--- config.mk ---
export PLATFORM = sky130hd
export DESIGN_NAME = bcd_countdown_timer
export DESIGN_NICKNAME = d
export VERILOG_FILES = /design/src/rtl/bcd_countdown_timer_pkg.sv /design/src/rtl/bcd_down_digit.sv /design/src/rtl/bcd_countdown_timer.sv
export SDC_FILE = /design/constraint.sdc
export NUM_CORES = 1
export LEC_CHECK = 0
export ABC_AREA = 1
export CAP_MARGIN = 5
export CORE_MARGIN = 2
export CORE_UTILIZATION = 50
export DETAILED_ROUTE_END_ITERATION = 10
export GPL_TIMING_DRIVEN = 0
export PLACE_DENSITY = 0.85
export SLEW_MARGIN = 20
export SYNTH_ARGS = -nofsm -noshare
export SYNTH_HDL_FRONTEND = slang
export SYNTH_SLANG_ARGS = --single-unit
export TNS_END_PERCENT = 1
--- constraint.sdc ---
create_clock -name clock -period 1.5 [get_ports clock]
set_input_delay 0.375 -clock clock [delete_from_list [all_inputs] [get_ports clock]]
set_output_delay 0.375 -clock clock [all_outputs]
set_load 0.01 [all_outputs]
--- src/rtl/bcd_countdown_timer_pkg.sv ---
// Shared definitions for the two-digit BCD countdown timer.
// Holds the FSM state encoding, BCD digit limits and a digit clamp helper.
package bcd_countdown_timer_pkg;

  typedef enum logic [1:0] {
    ST_IDLE = 2'd0,
    ST_RUN  = 2'd1,
    ST_HOLD = 2'd2,
    ST_DONE = 2'd3
  } state_t;

  localparam logic [3:0] BCD_MAX  = 4'd9;
  localparam logic [3:0] BCD_ZERO = 4'd0;

  // Non-BCD codes (10..15) saturate to 9.
  function automatic logic [3:0] bcd_clamp(input logic [3:0] d);
    return (d > BCD_MAX) ? BCD_MAX : d;
  endfunction

endpackage

--- src/rtl/bcd_down_digit.sv ---
// Single BCD digit decrementer (combinational).
// Ports:
//   digit      in  4  current digit value (0..9)
//   dec_en     in  1  decrement this digit
//   next_digit out 4  digit after optional decrement; 0 wraps to 9
//   borrow_out out 1  high when digit is 0 and dec_en is high
module bcd_down_digit
  import bcd_countdown_timer_pkg::*;
(
  input  logic [3:0] digit,
  input  logic       dec_en,
  output logic [3:0] next_digit,
  output logic       borrow_out
);

  always_comb begin
    next_digit = digit;
    borrow_out = 1'b0;
    if (dec_en) begin
      if (digit == BCD_ZERO) begin
        next_digit = BCD_MAX;
        borrow_out = 1'b1;
      end else begin
        next_digit = digit - 4'd1;
      end
    end
  end

endmodule

--- src/rtl/bcd_countdown_timer.sv ---
// Two-digit BCD countdown timer with prescaled decrement, pause/resume and a
// single-cycle done pulse on expiry.
// Parameters:
//   TICK_DIV  clock cycles per decrement (1..65535)
//   PRE_W     prescaler width, must hold TICK_DIV-1
// Ports:
//   clock       in  1  system clock, rising edge
//   reset       in  1  synchronous active-high reset
//   load        in  1  capture preset digits (clamped to 9)
//   load_tens   in  4  preset tens digit
//   load_units  in  4  preset units digit
//   start       in  1  begin or resume counting
//   pause       in  1  freeze counting (beats start)
//   tens        out 4  current tens digit
//   units       out 4  current units digit
//   running     out 1  high while counting
//   done        out 1  one-cycle expiry pulse
// Optional build macro: BCD_COUNTDOWN_AUTO_RELOAD_EN -- on expiry reload the
// preset and keep running instead of stopping (a 00 preset still stops).
module bcd_countdown_timer #(
  parameter int unsigned TICK_DIV = 4,
  parameter int unsigned PRE_W    = 16
) (
  input  logic       clock,
  input  logic       reset,
  input  logic       load,
  input  logic [3:0] load_tens,
  input  logic [3:0] load_units,
  input  logic       start,
  input  logic       pause,
  output logic [3:0] tens,
  output logic [3:0] units,
  output logic       running,
  output logic       done
);
  import bcd_countdown_timer_pkg::*;

  state_t             state_q;
  logic [PRE_W-1:0]   pre_q;
  logic [3:0]         preset_tens_q;
  logic [3:0]         preset_units_q;

  logic               tick;
  logic               units_borrow;
  logic               tens_borrow;
  logic [3:0]         next_units;
  logic [3:0]         next_tens;
  logic               value_zero;
  logic               expire;

  assign tick       = (pre_q == PRE_W'(TICK_DIV - 1));
  assign value_zero = (tens == BCD_ZERO) && (units == BCD_ZERO);
  assign expire     = (next_tens == BCD_ZERO) && (next_units == BCD_ZERO);

  bcd_down_digit u_units (
    .digit      (units),
    .dec_en     (tick),
    .next_digit (next_units),
    .borrow_out (units_borrow)
  );

  bcd_down_digit u_tens (
    .digit      (tens),
    .dec_en     (units_borrow),
    .next_digit (next_tens),
    .borrow_out (tens_borrow)
  );

`ifdef BCD_COUNTDOWN_AUTO_RELOAD_EN
  logic preset_zero;
  assign preset_zero = (preset_tens_q == BCD_ZERO) && (preset_units_q == BCD_ZERO);
  logic unused_borrow;
  assign unused_borrow = tens_borrow;
`else
  // Preset is captured but never read back without auto-reload.
  logic unused_sig;
  assign unused_sig = ^{tens_borrow, preset_tens_q, preset_units_q};
`endif

  always_ff @(posedge clock) begin
    if (reset) begin
      state_q        <= ST_IDLE;
      pre_q          <= '0;
      preset_tens_q  <= BCD_ZERO;
      preset_units_q <= BCD_ZERO;
      tens           <= BCD_ZERO;
      units          <= BCD_ZERO;
      running        <= 1'b0;
      done           <= 1'b0;
    end else begin
      done <= 1'b0;
      if (load) begin
        tens           <= bcd_clamp(load_tens);
        units          <= bcd_clamp(load_units);
        preset_tens_q  <= bcd_clamp(load_tens);
        preset_units_q <= bcd_clamp(load_units);
        pre_q          <= '0;
        state_q        <= ST_IDLE;
        running        <= 1'b0;
      end else begin
        case (state_q)
          ST_IDLE: begin
            if (start && !pause) begin
              pre_q <= '0;
              if (value_zero) begin
                state_q <= ST_DONE;
                done    <= 1'b1;
              end else begin
                state_q <= ST_RUN;
                running <= 1'b1;
              end
            end
          end
          ST_RUN: begin
            if (pause) begin
              state_q <= ST_HOLD;
              running <= 1'b0;
            end else if (tick) begin
              pre_q <= '0;
              if (expire) begin
                done <= 1'b1;
`ifdef BCD_COUNTDOWN_AUTO_RELOAD_EN
                if (!preset_zero) begin
                  tens  <= preset_tens_q;
                  units <= preset_units_q;
                end else begin
                  tens    <= BCD_ZERO;
                  units   <= BCD_ZERO;
                  state_q <= ST_DONE;
                  running <= 1'b0;
                end
`else
                tens    <= BCD_ZERO;
                units   <= BCD_ZERO;
                state_q <= ST_DONE;
                running <= 1'b0;
`endif
              end else begin
                tens  <= next_tens;
                units <= next_units;
              end
            end else begin
              pre_q <= pre_q + PRE_W'(1);
            end
          end
          ST_HOLD: begin
            // Prescaler keeps its frozen value so the partial tick is not lost.
            if (start && !pause) begin
              state_q <= ST_RUN;
              running <= 1'b1;
            end
          end
          ST_DONE: begin
            // Only load or reset leave DONE.
          end
          default: begin
            state_q <= ST_IDLE;
            running <= 1'b0;
          end
        endcase
      end
    end
  end

endmodule

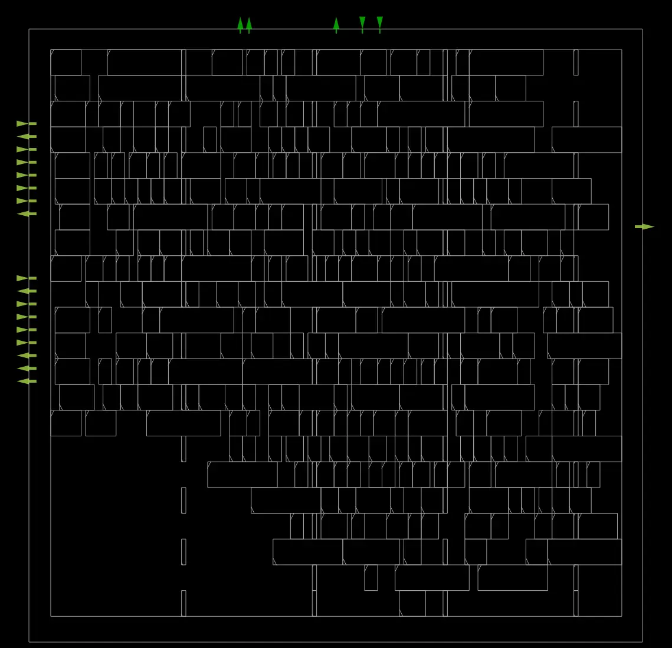
Figure 1: run 1, cell outlines without signal wires.
well-tap cell count: 48
final core utilization: 0.662

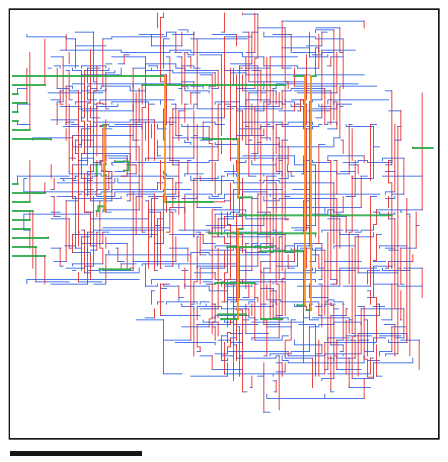
Figure 2: run 1, routed metal, one color a layer.
Bar = 20 um.
[M1] blue | wire length: 2110 um
[M4] orange | wire length: 124 um
[M3] green | wire length: 197 um
[M2] red | wire length: 2320 um
GRT Util Overall: 0.235
total via count in the routed design: 1955
average detailed-routed wire length per instance: 13.0 um

==> results.txt, run 1 <==
Results of the run.

The gate count of the mapped netlist is 286. Sequential cells placed in the final layout were counted as 28. The gate-level netlist out of Yosys references 32 unique cell types.

The die covers 0.00419 mm^2. The sequential fraction of design power is 0.514. The worst clock skew is 0.00369 ns. After synthesis, the chip area reported by Yosys is 0.00184 mm^2. The area fraction of the largest cell type after synthesis is 0.304.

The power of the sequential group is 788 uW. The end-of-flow timing check tallies setup violations at 22. Across all checked pins, the minimum headroom to the slew limit is 0.690. The boundary pin count is 23. The fraction of registers with async set or reset after synthesis is 0.

The flow ran to the end, but the final reports show violations. The checks that failed: negative setup slack. The worst slack on hold paths is 0.478 ns. Detailed placement reports a standard cell area of 0.00212 mm^2. The violation count after the first detailed-routing iteration is 93.

The average vias per placed instance is 5.36. For reference, the post-synthesis area per instance comes to 6.45 um^2. The layout has 322 filler cells.

Setup repair after global routing could not meet its margin everywhere. Summing all non-filler instances in the final layout gives an area of 0.00239 mm^2. The internal power component is 1.08 mW. The cell family contributing the most delay on the critical path is simple AND/OR/NAND/NOR gates. The met2 wirelength from detailed routing is 2.32 mm.

The arrival time of the worst setup path is 1.88 ns. Buffers placed on the I/O ports in this run total 21. The switching part of the total power is 0.299. According to the report, the first pass of detailed routing completed in 5 iterations.

In the finished design, the share of the clock period the worst path needs comes to 1.11. The area growth from synthesis to layout is 29.5%. The final critical path time including I/O delays and setup is 1.66 ns.

The post-DP HPWL is 3.20 mm. The number of buffers between clock root and the deepest sink is 2. For the final routed database, the setup TNS stands at -1.92 ns. Excluding fillers, the count of instances in the completed layout stands at 365. The leakage power of the design is 0.947 nW. The floorplan step set the die width to 64.7 um. The post-route worst setup slack is -0.161 ns. After synthesis the cells add up to 0.00184 mm^2. The number of global-route vias before repair was 1913. The first global-routing pass estimated 7.94 mm of wire. The launch point of the worst register-to-register path is recorded as units[3]. The number of nets produced by synthesis is 303. The fraction of synthesized cell area in xor and xnor cells is 0.0142. The routed wire length on met3 is 197 um. The number of nets in the layout is 336.

Per the OpenROAD power report, switching power amounts to 458 uW. Per the final report, the share of cell area in non-clock buffers is 0.116. Total power normalized to cell area comes to 642 mW/mm^2. In this run the VDD rail shows a maximum IR drop of 0.387 mV. Before CTS, the worst setup slack after placement is -0.597 ns.

Of the synthesized area, sequential elements account for 0.304. The count of antenna-violating nets left after detailed routing is 0. Looking at the global route congestion table, the highest-usage layer is met2. The most numerous cell type found on the critical path is nand2_2. The total number of clock tree sinks is 28. Per the timing report, the biggest fanout along the worst path comes to 5. The critical path goes through nor2_2 -> nand3_2 -> inv_2 -> nand3_4 -> nand2_1 -> nand2_2 -> nor2_2 -> nand2_2 -> nand2_2 -> nand3_1 -> a21oi_2. In the final layout, flip-flops and latches occupy 584 um^2. For this run, the script counts the antenna cells in the layout as 0. Looking at the clock tree report, the H-tree level count equals 1. The flow reports power dissipated in the clock network as 427 uW.

The cell taking the most area after synthesis is dfxtp_1. The post-cts hold buffer count is 0. The post-synthesis cell type with the largest instance count is nand2_1. The path class of the tightest hold or removal check is reg2reg.

The clock-pin slew on the worst setup and hold paths is 0.10 ns. The floorplan-stage core utilization is 0.511. The non-clock buffer count in the final layout is 31. The number of DRC violations after detailed routing is 0. The number of cell instances on the worst register-to-register path is 11. The biggest cell delay along the critical path is 0.37 ns.

The skew report gives the latency at the later pin of the worst-skew pair as 0.28 ns. The timing report shows that the slowest cell on the worst path is dfxtp_2. The cell total in the yosys stat output is 286.

Total power for the finished layout comes to 1.53 mW. The total clock buffers created by CTS is 3. On met1, the global router reports a usage of 0.280. The last element of the critical path is state_q[1].

The compound-gate portion of the synthesized area is 0.151. The row count is 22. The buffer type at the clock tree root is clkbuf_8.

Measured on the final layout, the clock distribution area share stands at 0.0173. The power in combinational cells is 318 uW. After detailed routing, the total wire length is 4.75 mm. The timing report lists the critical path depth as 11 cells. The logic gate fraction of the total cell area is 0.540. The number of cells on the worst hold path is 2. The share of final-layout standard cells stronger than drive strength 1 is 0.287. Entering global routing, the biggest net connects 15 pins. The area fraction in and, or, nand and nor cells after synthesis is 0.423. The required arrival time at the worst endpoint is 1.72 ns. The number of warning messages in the logs is 31. In this run, synthesis inferred 0 flip-flops with an integrated enable. Looking at the max-slew report, the worst-margin pin has a slew of 0.465 ns.

In this run, the synthesized area fraction spent on adder and majority cells is recorded as 0.0271.
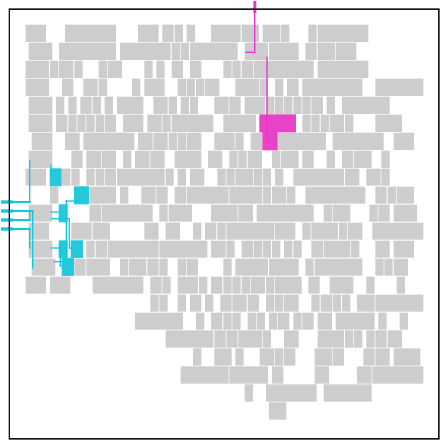
Figure 3: run 1, port wiring.
[pause] magenta | direction: input | edge: top | end cells: 3 | buffers: 1 | wire: 20.4 um
[load_units] cyan | direction: input | edge: left | end cells: 6 | buffers: 4 | wire: 58.3 um

-- run 1: placed cells by master (no fill, tap or decap), drive strengths merged, types with 9 or more instances in the layout --
| cell | n |
|---|---|
| dfxtp | 28 |
| nand3 | 17 |
| inv | 36 |
| nor2 | 42 |
| nor3 | 12 |
| nand2 | 84 |
| buf | 9 |
| clkdlybuf4s50 | 11 |
| a21oi | 18 |
| o21ai | 15 |
| dlygate4sd2 | 9 |
-- run 1: worst min path at each step --
stage / slack, ns / endpoint / startpoint
after floorplan: 0.44 / tens[0] / reset
after global placement: 0.46 / running / running
after detailed placement: 0.46 / running / running
after CTS: 0.48 / running / running
after global routing: 0.52 / running / running
final: 0.48 / running / running
-- run 1: flip-flops by register name (all words and copies together) (netlist names) --
register and flops:
done 1, state_q 2, tens 4, units 4, running 1, pre_q 16
Figure 4. I/O pins on the die edge (run 1).
Pins as bars across the die edge, other pins in gray.
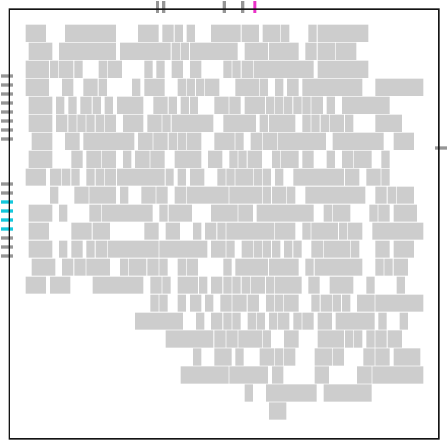

==> run 2, diff against run 1 <==
--- a/config.mk
+++ b/config.mk
@@ -7,6 +7,7 @@
 export LEC_CHECK = 0
 export ABC_AREA = 1
 export CAP_MARGIN = 5
+export CORE_ASPECT_RATIO = 1.5
 export CORE_MARGIN = 2
 export CORE_UTILIZATION = 50
 export DETAILED_ROUTE_END_ITERATION = 10
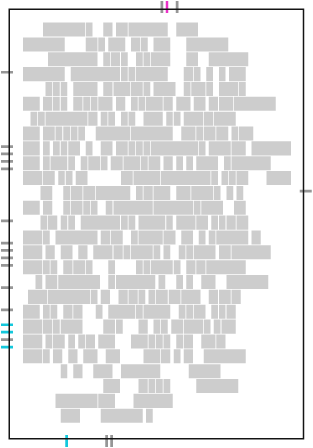
Figure 5: run 2, I/O pins on the die edge.
Pins as bars across the die edge, other pins in gray.
[pause] magenta | pins: 1 | direction: input | edge: top
[load_units] cyan | pins: 4 | direction: input | edge: 3 left, 1 bottom

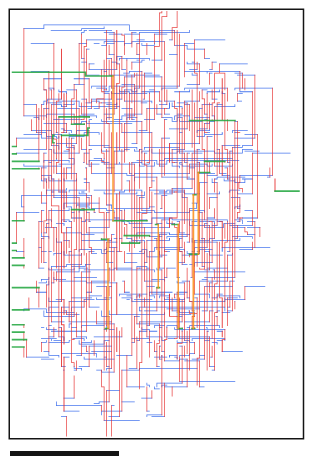
Figure 6: run 2, routed metal, one color a layer.
Bar = 20 um.
[M3] green | wire length: 113 um
[M1] blue | wire length: 1800 um
[M4] orange | wire length: 113 um
[M2] red | wire length: 2600 um
wire length reported by the detailed router: 4.62 mm
GRT Util Overall: 0.234
total via count in the routed design: 1978
average detailed-routed wire length per instance: 12.8 um

==> run 2 against run 1 <==
The run still ends with negative setup slack left. Critical path depth stayed put. First-iteration DRC count is 18% lower. Core utilization is 0.39 points higher. Sequential share of layout area is 0.26 points lower. Worst setup slack worse by 0.053 ns. Largest cell class unchanged.
==> results.txt, run 2 <==
Results of the run.

The area growth from synthesis to layout is 30.6%. The clock-pin slew on the worst setup and hold paths is 0.10 ns. The most numerous cell type found on the critical path is nand2_2. A synthesized cell averages 6.45 um^2. The wire length of the first global-routing pass is 7.56 mm. The number of global-route vias before repair is 1824. Of the total synthesized cell area, the portion taken by full adders, half adders and majority gates is 0.0271.

The number of nets in the layout is 335. The design draws 1.58 mW. Per the power-grid run, VDD falls by no more than 0.464 mV. The number of flops mapped to enable cells by yosys is 0.

Per the synth stats, the proportion of register bits with asynchronous set or reset is 0. The post-cts hold buffer count is 0. Per the synthesis report, the XOR/XNOR share of the synthesized area is 0.0142. In the final layout, the fill cell count is 287.

The critical path's slowest cell is dfxtp_2. The final report lists a non-filler cell total of 360. The post-synthesis cell type with the largest instance count is nand2_1. The largest registers in the layout are pre_q x16, tens x4, units x4. The cell family contributing the most delay on the critical path is simple AND/OR/NAND/NOR gates. Per the detail_route report, vias per standard cell equal 5.49. The final reports fail on negative setup slack.

Detailed placement reports a standard cell area of 0.00211 mm^2. In this run the worst path has a maximum fanout of 4. The number of nets produced by synthesis is 303. Of the total standard cell area in the layout, the multi-input combinational portion is 0.543. The run finished, with violations left. Of the total power, the share spent switching nets is 0.287. For the pin with the worst max-slew slack, the measured transition is 0.383 ns. Warnings raised by the tools during the run amount to 31. The clock tree cell share of total cell area is 0.0229. The power report attributes to the sequential group a share of 0.499. The final critical path time including I/O delays and setup is 1.71 ns. The number of DRC violations after detailed routing is 0. The sequential cell area in the final layout is 583 um^2. The most congested layer reported by global routing is met2. The repair_antennas step left the layout with diodes totalling 0. The number of buffers between clock root and the deepest sink is 2.

The largest net degree at the start of global routing is 16. The required arrival time at the worst endpoint is 1.72 ns. Setup repair after global routing could not meet its margin everywhere. The cell type that accounts for the most area after synthesis is dfxtp_1. Yosys stat counts 286 cells in the synthesized netlist. In the hold timing report, the worst path depth is 2. Per Yosys stat, the portion of area used by sequential elements is 0.304.

The post-DP HPWL is 3.38 mm. The non-clock buffer count in the final layout is 30. The compound-gate portion of the synthesized area is 0.151. The met1 track utilization from global routing is 0.255.

According to the report, the first pass of detailed routing completed in 4 iterations. The most frequent logic cell in the layout is nand2_1. The final report lists the setup-violating endpoint count as 18.

Of the cells placed in the final design, the portion with a size suffix greater than 1 is 0.300. The H-tree depth reported by CTS is 1. Internal power comes to 1.12 mW.

The violation count after the first detailed-routing iteration is 76. The register with the most flip-flops in the layout has 16 of them. At the worst endpoint, the arrival time is 1.93 ns. The area fraction in and, or, nand and nor cells after synthesis is 0.423. The register name with the most flops is pre_q. The tightest slew margin relative to the limit is 0.744. In the final timing run, aggregate negative setup slack is -1.49 ns. Synthesis produced 286 cells. The floorplan-stage core utilization is 0.510. The worst slack at placement is -0.622 ns. The report lists the power per cell area as 655 mW/mm^2.

The count of antenna-violating nets left after detailed routing is 0. Yosys reports a chip area of 0.00184 mm^2. The path class of the lowest-slack min-delay path is reg2reg. Looking at the clock tree report, the root buffer type is clkbuf_8. Of the available clock period, the critical path in the final layout requires 1.14. The fraction of the core area covered by cells at the end of the flow is 0.666.

The routed wire length on met3 is 112 um. The critical path goes through ha_4 -> nand2_2 -> nor2_4 -> nand2_2 -> nor3_4 -> nand2_2 -> nor3_4 -> inv_2 -> o21ai_2 -> nand2_1 -> a21oi_2. Ranking logic cells in the layout by count gives the top entries nand2_1, nor2_1, inv_1. CTS saw 28 sinks. The longest incremental delay of any stage on the critical path is reported as 0.37 ns. The mapped netlist covers 0.00184 mm^2.

The power report puts the net switching power at 452 uW. The worst slack on hold paths is 0.464 ns. During I/O placement, the number of pins put on the boundary was 23.

Logic depth along the worst register-to-register path is recorded as 11. The total clock buffers created by CTS is 3. Measured along the x axis, the die boundary spans 53.6 um. The post-route worst setup slack is -0.214 ns.
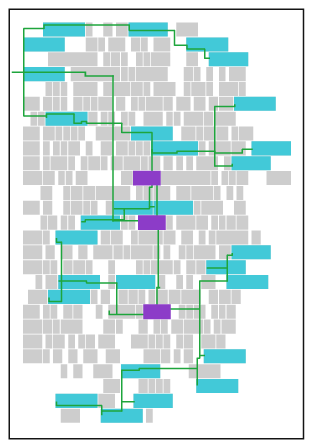
Figure 7: run 2, clock network drawn from the DEF.
[clock-net drivers] purple | count: 3
[flip-flops] cyan | count: 28
[clock wires] green | length: 365 um
routed clock nets: 4
Max Clock Skew: 0.00913 ns
power of the clock network: 481 uW
clock network fraction of total power: 0.305
clock latency on the worst-skew pair: 0.28 ns

==> run 2: cell counts after synthesis <==
Identical to the previous run, type by type.
==> run 2: final timing paths <==
check	start	to	slack (ns)
worst max register to register	pre_q[1]	pre_q[12]	-0.21
worst max-delay path	pre_q[1]	pre_q[12]	-0.21
worst min register to register	running	running	0.46
worst min-delay path	running	running	0.46
==> run 2: power by group through the flow <==
stage	Combinational (mW)	Clock (mW)	Sequential (mW)
CTS	0.301	0.479	0.785
global placement	0.273	0	0.800
floorplan	0.168	0	0.802
global route	0.342	0.514	0.790
detailed placement	0.278	0	0.800
finish	0.309	0.481	0.787
==> run 2: timing repair <==
item / CTS / global route
gates cloned: 0 / 0
setup buffers: 3 / 3
endpoints found under the setup margin: 37 / 29
pin swaps: 7 / 12
gates resized: 60 / 22
Power figures rest on the tool's default switching activity, not on a simulated workload.
